--- config.mk ---
export PLATFORM = sky130hd
export DESIGN_NAME = cn_rst_seq
export DESIGN_NICKNAME = d
export VERILOG_FILES = /design/src/rtl/cn_rst_seq.sv
export SDC_FILE = /design/constraint.sdc
export NUM_CORES = 1
export LEC_CHECK = 0
export CAP_MARGIN = 20
export CORE_MARGIN = 2
export CORE_UTILIZATION = 53
export CTS_CLUSTER_DIAMETER = 40
export DETAILED_ROUTE_END_ITERATION = 12
export GPL_ROUTABILITY_DRIVEN = 1
export PLACE_DENSITY = 0.75
export SETUP_SLACK_MARGIN = 0.02
export SLEW_MARGIN = 15
export SYNTH_ARGS = -nofsm -noshare
export SYNTH_HDL_FRONTEND = slang
export SYNTH_SLANG_ARGS = --single-unit
--- constraint.sdc ---
create_clock -name clk -period 2.8 [get_ports clk]
set_clock_uncertainty 0.2 [all_clocks]
set_input_delay 0.42 -clock clk [delete_from_list [all_inputs] [get_ports clk]]
set_output_delay 0.42 -clock clk [all_outputs]
set_load 0.05 [all_outputs]
--- src/rtl/cn_rst_seq.sv ---
// Power-on reset sequencer: DC-OK delay, staggered per-domain reset release,
// optional BIST with timeout and clear. Abort on pwr_ok loss at any point.
module cn_rst_seq #(
   parameter int NUM_DOM     = 4,
   parameter int DCOK_CYC    = 16,
   parameter int STAGGER_CYC = 8,
   parameter int BIST_TO     = 1024
) (
   input  logic               clk,
   input  logic               rst_n,
   input  logic               pwr_ok,
   input  logic               bist_en,
   output logic [NUM_DOM-1:0] dom_dcok,
   output logic [NUM_DOM-1:0] dom_rst_n,
   output logic [NUM_DOM-1:0] start_bist,
   output logic [NUM_DOM-1:0] clear_bist,
   input  logic [NUM_DOM-1:0] bist_complete,
   output logic [NUM_DOM-1:0] bist_fail,
   output logic               seq_done,
   output logic [2:0]         state
);

   localparam int MAX_DS  = (DCOK_CYC > STAGGER_CYC) ? DCOK_CYC : STAGGER_CYC;
   localparam int MAX_CYC = (MAX_DS > BIST_TO) ? MAX_DS : BIST_TO;
   localparam int CNT_W   = $clog2(MAX_CYC + 1);
   localparam int IDX_W   = (NUM_DOM > 1) ? $clog2(NUM_DOM) : 1;
   localparam logic [NUM_DOM-1:0] ALL_ONES = '1;

   typedef enum logic [2:0] {
      S_IDLE    = 3'd0,
      S_DCOK    = 3'd1,
      S_RELEASE = 3'd2,
      S_BIST    = 3'd3,
      S_CLEAR   = 3'd4,
      S_DONE    = 3'd5
   } state_t;

   state_t             state_q, state_d;
   logic [CNT_W-1:0]   cnt_q, cnt_d;
   logic [IDX_W-1:0]   idx_q, idx_d;
   logic [NUM_DOM-1:0] cap_q, cap_d, cap_nxt;
   logic               bist_en_q, bist_en_d;
   logic [NUM_DOM-1:0] dcok_d, rstn_d, start_d, clear_d, fail_d;
   logic               done_d;

   assign state   = state_q;
   assign cap_nxt = cap_q | bist_complete;

   // NOTE: every variable gets a default before the case so no path leaves it
   // unassigned; otherwise synthesis infers a latch.
   always_comb begin
      state_d   = state_q;
      cnt_d     = cnt_q;
      idx_d     = idx_q;
      cap_d     = cap_q;
      bist_en_d = bist_en_q;
      dcok_d    = dom_dcok;
      rstn_d    = dom_rst_n;
      start_d   = '0;
      clear_d   = '0;
      fail_d    = bist_fail;
      done_d    = seq_done;

      // Loss of power wins over any in-flight transition; bist_fail is kept
      // so software can still read the last BIST result.
      if (!pwr_ok && state_q != S_IDLE) begin
         state_d = S_IDLE;
         dcok_d  = '0;
         rstn_d  = '0;
         done_d  = 1'b0;
         cap_d   = '0;
      end else begin
         case (state_q)
            S_IDLE: begin
               if (pwr_ok) begin
                  bist_en_d = bist_en;
                  fail_d    = '0;
                  cnt_d     = CNT_W'(DCOK_CYC - 1);
                  state_d   = S_DCOK;
               end
            end
            S_DCOK: begin
               if (cnt_q == '0) begin
                  dcok_d  = ALL_ONES;
                  cnt_d   = CNT_W'(STAGGER_CYC - 1);
                  idx_d   = '0;
                  state_d = S_RELEASE;
               end else begin
                  cnt_d = cnt_q - CNT_W'(1);
               end
            end
            S_RELEASE: begin
               if (dom_rst_n[NUM_DOM-1]) begin
                  if (bist_en_q) begin
                     start_d = ALL_ONES;
                     cnt_d   = CNT_W'(BIST_TO - 1);
                     cap_d   = '0;
                     state_d = S_BIST;
                  end else begin
                     done_d  = 1'b1;
                     state_d = S_DONE;
                  end
               end else if (cnt_q == '0) begin
                  rstn_d[idx_q] = 1'b1;
                  idx_d         = idx_q + IDX_W'(1);
                  cnt_d         = CNT_W'(STAGGER_CYC - 1);
               end else begin
                  cnt_d = cnt_q - CNT_W'(1);
               end
            end
            S_BIST: begin
               cap_d = cap_nxt;
               // All-complete is checked first so a last-cycle completion is
               // never reported as a timeout.
               if (&cap_nxt || cnt_q == '0) begin
                  fail_d  = ~cap_nxt;
                  clear_d = ALL_ONES;
                  state_d = S_CLEAR;
               end else begin
                  cnt_d = cnt_q - CNT_W'(1);
               end
            end
            S_CLEAR: begin
               done_d  = 1'b1;
               state_d = S_DONE;
            end
            S_DONE: begin
               done_d = 1'b1;
            end
            default: state_d = S_IDLE;
         endcase
      end
   end

   // NOTE: sequential state uses non-blocking assignments so every register
   // samples the pre-edge values regardless of statement order.
   always_ff @(posedge clk or negedge rst_n) begin
      if (!rst_n) begin
         state_q    <= S_IDLE;
         cnt_q      <= '0;
         idx_q      <= '0;
         cap_q      <= '0;
         bist_en_q  <= 1'b0;
         dom_dcok   <= '0;
         dom_rst_n  <= '0;
         start_bist <= '0;
         clear_bist <= '0;
         bist_fail  <= '0;
         seq_done   <= 1'b0;
      end else begin
         state_q    <= state_d;
         cnt_q      <= cnt_d;
         idx_q      <= idx_d;
         cap_q      <= cap_d;
         bist_en_q  <= bist_en_d;
         dom_dcok   <= dcok_d;
         dom_rst_n  <= rstn_d;
         start_bist <= start_d;
         clear_bist <= clear_d;
         bist_fail  <= fail_d;
         seq_done   <= done_d;
      end
   end

endmodule

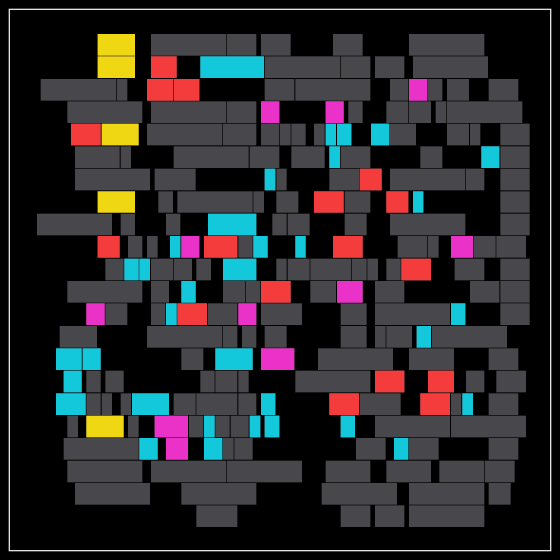
(images/gates.png)
- nor cells: cyan (cells 34)
- fa/ha/maj cells: yellow (cells 5)
- and/or cells: magenta (cells 11)
- non-inverting ao/oa cells: red (cells 17)
commonest non-fill, non-tap cell in the layout: sky130_fd_sc_hd__dfrtp_1
combinational fraction of the cell area: 0.430
number of cells in the finished layout apart from fillers: 272

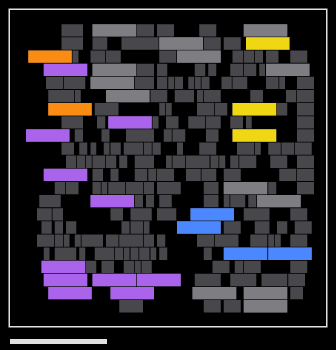
(images/ff_map.png)
The bar under the picture is 20 um long.
- state: yellow (sequential cells 3)
- cap_q: blue (sequential cells 4)
- idx_q: orange (sequential cells 2)
- cnt_q: purple (sequential cells 11)
- not colored: 13
area used by sequential logic in the layout: 826 um2
share of cell area taken by flip-flops and latches: 0.347
core occupancy in the finished layout: 0.656
total sequential power: 523 uW

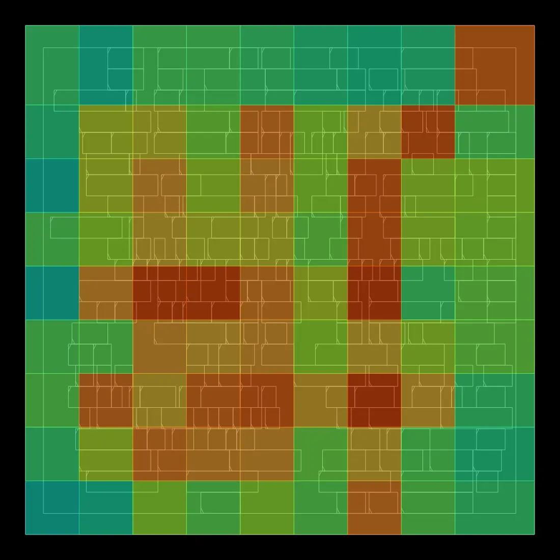
(images/congestion_map.png)
global routing usage on met1: 0.289
Top Usage Layer GRT: met2

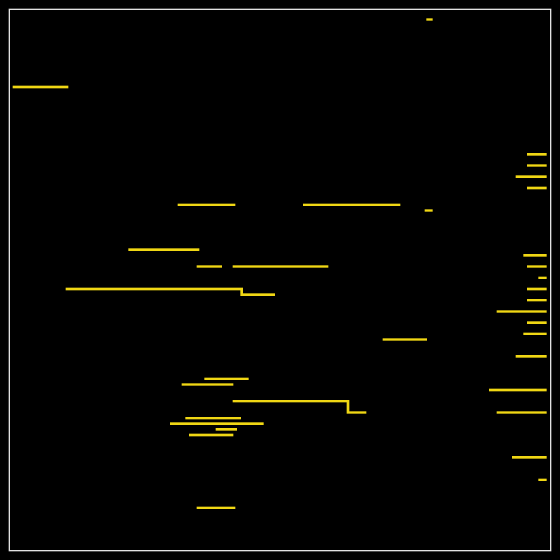
(images/m3.png)
- longest straight run: 21.2 um
- wire length on this layer: 186 um
- main direction: horizontal
- nets with wire on the layer: 30

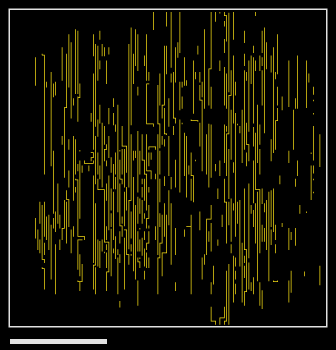
(images/m2.png)
The bar under the picture is 20 um long.
- nets with wire on the layer: 213
- main direction: vertical
- longest straight run: 29.6 um
total detailed-routing wirelength: 4490 um
met2 Track Usage GR: 0.384
total number of vias: 1664

[flip-flops by register name, indices dropped and copies added, names as in the netlist, 2 cells and up]
register   count
idx_q          2
dom_rst_n      4
state          3
cap_q          4
cnt_q         11
bist_fail      4
[worst max-delay path by stage]
| stage | start | end | slack, ns | cells past startpoint |
|---|---|---|---|---|
| detailed placement | bist_complete[0] | cnt_q[3] | 0.24 | 6 |
| global placement | cnt_q[0] | cnt_q[6] | 0.32 | 7 |
| floorplan | state[0] | cnt_q[10] | 0.71 | 7 |
| finish | cnt_q[0] | cnt_q[6] | 0.22 | 7 |
| CTS | cnt_q[0] | cnt_q[6] | 0.25 | 7 |
| global route | cnt_q[0] | cnt_q[6] | 0.06 | 7 |
[per-stage QoR]
stage | total power (uW) | instances | util | instance area [um2]
3_3_place_gp | 699 | 265 | 0.632 | 2300
5_1_grt | 1100 | 272 | 0.656 | 2380
4_1_cts | 1060 | 272 | 0.656 | 2380
3_5_place_dp | 705 | 265 | 0.632 | 2300
6_report | 1060 | 272 | 0.656 | 2380
2_1_floorplan | 646 | 199 | - | 2000
[kinds of logic after synthesis]
kind of cell             after synthesis  synth area share
AND-OR/OR-AND                         64             0.232
XOR/XNOR                               1           0.00438
adder cells (fa/ha/maj)                5            0.0313
buffers and inverters                 28            0.0745
flip-flops                            33             0.413
multiplexers                           8            0.0538
AND/OR/NAND/NOR                       60             0.191
[where the power goes]
group / leakage, uW / internal, uW / switching (uW)
Sequential: 0.000439 / 495 / 27.6
Combinational: 0.000522 / 66.7 / 106
Clock: 0.0000443 / 195 / 166
Total: 0.00101 / 757 / 299
[area by class of cell]
class / count / area, um2 / area share
multi-input cells: 138 / 1020 / 0.430
flip-flops and latches: 33 / 826 / 0.347
repair buffers: 36 / 348 / 0.146
clock buffers: 7 / 86.3 / 0.0362
well taps: 48 / 60.1 / 0.0252
inverters: 10 / 37.5 / 0.0158
[cells in the final DEF (no fill, tap or decap), drive strengths merged, types with 5 or more instances in the layout]
cell and count:
nor3 12, a31oi 7, o21ai 10, ha 5, nor2 13, clkbuf 7
dfrtp 33, o31ai 7, a21oi 12, inv 10, mux2 7, nor4 6
nand2 9, clkdlybuf4s50 31, buf 5
[worst max-delay path: cells and delay by family (launching register included)]
family	cells	cell delay, ns
flops	1	0.39
fa+ha+maj	1	0.22
compound gates	2	0.63
simple gates	3	0.88
buf+inv	1	0.11
[layer usage]
metal  track usage  share of wire  vias to the layer above
met1         0.289           0.44                      827
met3        0.0531          0.041                        8
met2         0.384           0.50                       47
li1              -              -                      782
met4        0.0911          0.019                        0
met5             0              0                        -
==> CHANGELOG.md <==
### Changed

- Max Root-Sink Buffers: 2
- Yosys synthesis chip area: 2000 um2
- Vias per cell: 6.12
- Total setup buffers inserted after CTS: 0
- Flip-flops with a built-in enable: 0
- Detailed Route Iter0 Violations: 102
- First-pass GRT wire length: 7520 um
- Number of synthesized register bits: 33
- Class of the worst hold path: flip-flop to flip-flop
- Weighted congestion reported at the end of routability-driven placement: 0.843
- Row count: 22
- Worst-case hold slack: 0.309 ns
- Kind of capture point of the worst setup path: flip-flop
- Warnings from Yosys: 0
- Detailed-route DRC error count: 0
- GRT Residual Overflow: 0
- Highest cell delay on the worst timing path: 0.49 ns
- Floorplan Utilization: 0.550
- Total of endpoints with negative setup slack in the final report: 0
- Leading cell type by number of instances after synthesis: sky130_fd_sc_hd__dfrtp_1
- CTS Hold Bufs: 0
- Root Driver: sky130_fd_sc_hd__clkbuf_8
- Highest clock rate: 388 MHz
- Port buffer count: 31
- Maximum vdd ir drop: 245 uV
- Core ar.: 3630 um2
- Area share of the leading cell type in the synthesized netlist: 0.413
- Antenna violations before repair: 0
- Maximum number of pins on one net before global-route repair: 34
- Reported leakage power: 0.00101 uW
- Sum of negative setup slack: 0 ns
- Number of warnings in the stage logs: 29
- Most frequent cells after synthesis: sky130_fd_sc_hd__dfrtp_1, sky130_fd_sc_hd__nor2_1, sky130_fd_sc_hd__inv_1, sky130_fd_sc_hd__nor3_1
- Dominant register cell in the synthesized netlist: sky130_fd_sc_hd__dfrtp_1
- I/O pin count: 32
- Worst hold stages: 1
- Worst r2r dst: cnt_q[6]
- Clk slew on worst S/H paths: 0.06 ns
- Post-layout min period: 2.58 ns
- Detailed-routing iteration count for the pre-antenna-repair pass: 4
- Fin. max-slew vios: 0
- Critical path cell sequence: inv_1, ha_1, nor3b_2, nand3_2, a21oi_2, or3_1, o21ai_0
- Final clock period utilization by the worst path: 0.920
- Remaining max-slew budget at the tightest pin: 0.606
- Worst setup margin: 0.223 ns
- Vias in the first global route: 1570
- Run status: completed
- Maxcap violations: 0
- Average wire per standard cell: roughly 17 um
- Synthesis-to-layout area growth: 19.1%
- Total Routing Usage GR: 0.230
- Reg-to-reg critical path startpoint: cnt_q[0]
- TritonCTS clock tree: built
- CP required: 2.74 ns
- Deepest level of the CTS H-tree: 2
- Largest cells by area after synthesis: sky130_fd_sc_hd__dfrtp_1, sky130_fd_sc_hd__mux2_4, sky130_fd_sc_hd__buf_4
- Power per standard cell area: roughly 440 nW/um2
Power and IR drop assume default switching activity.
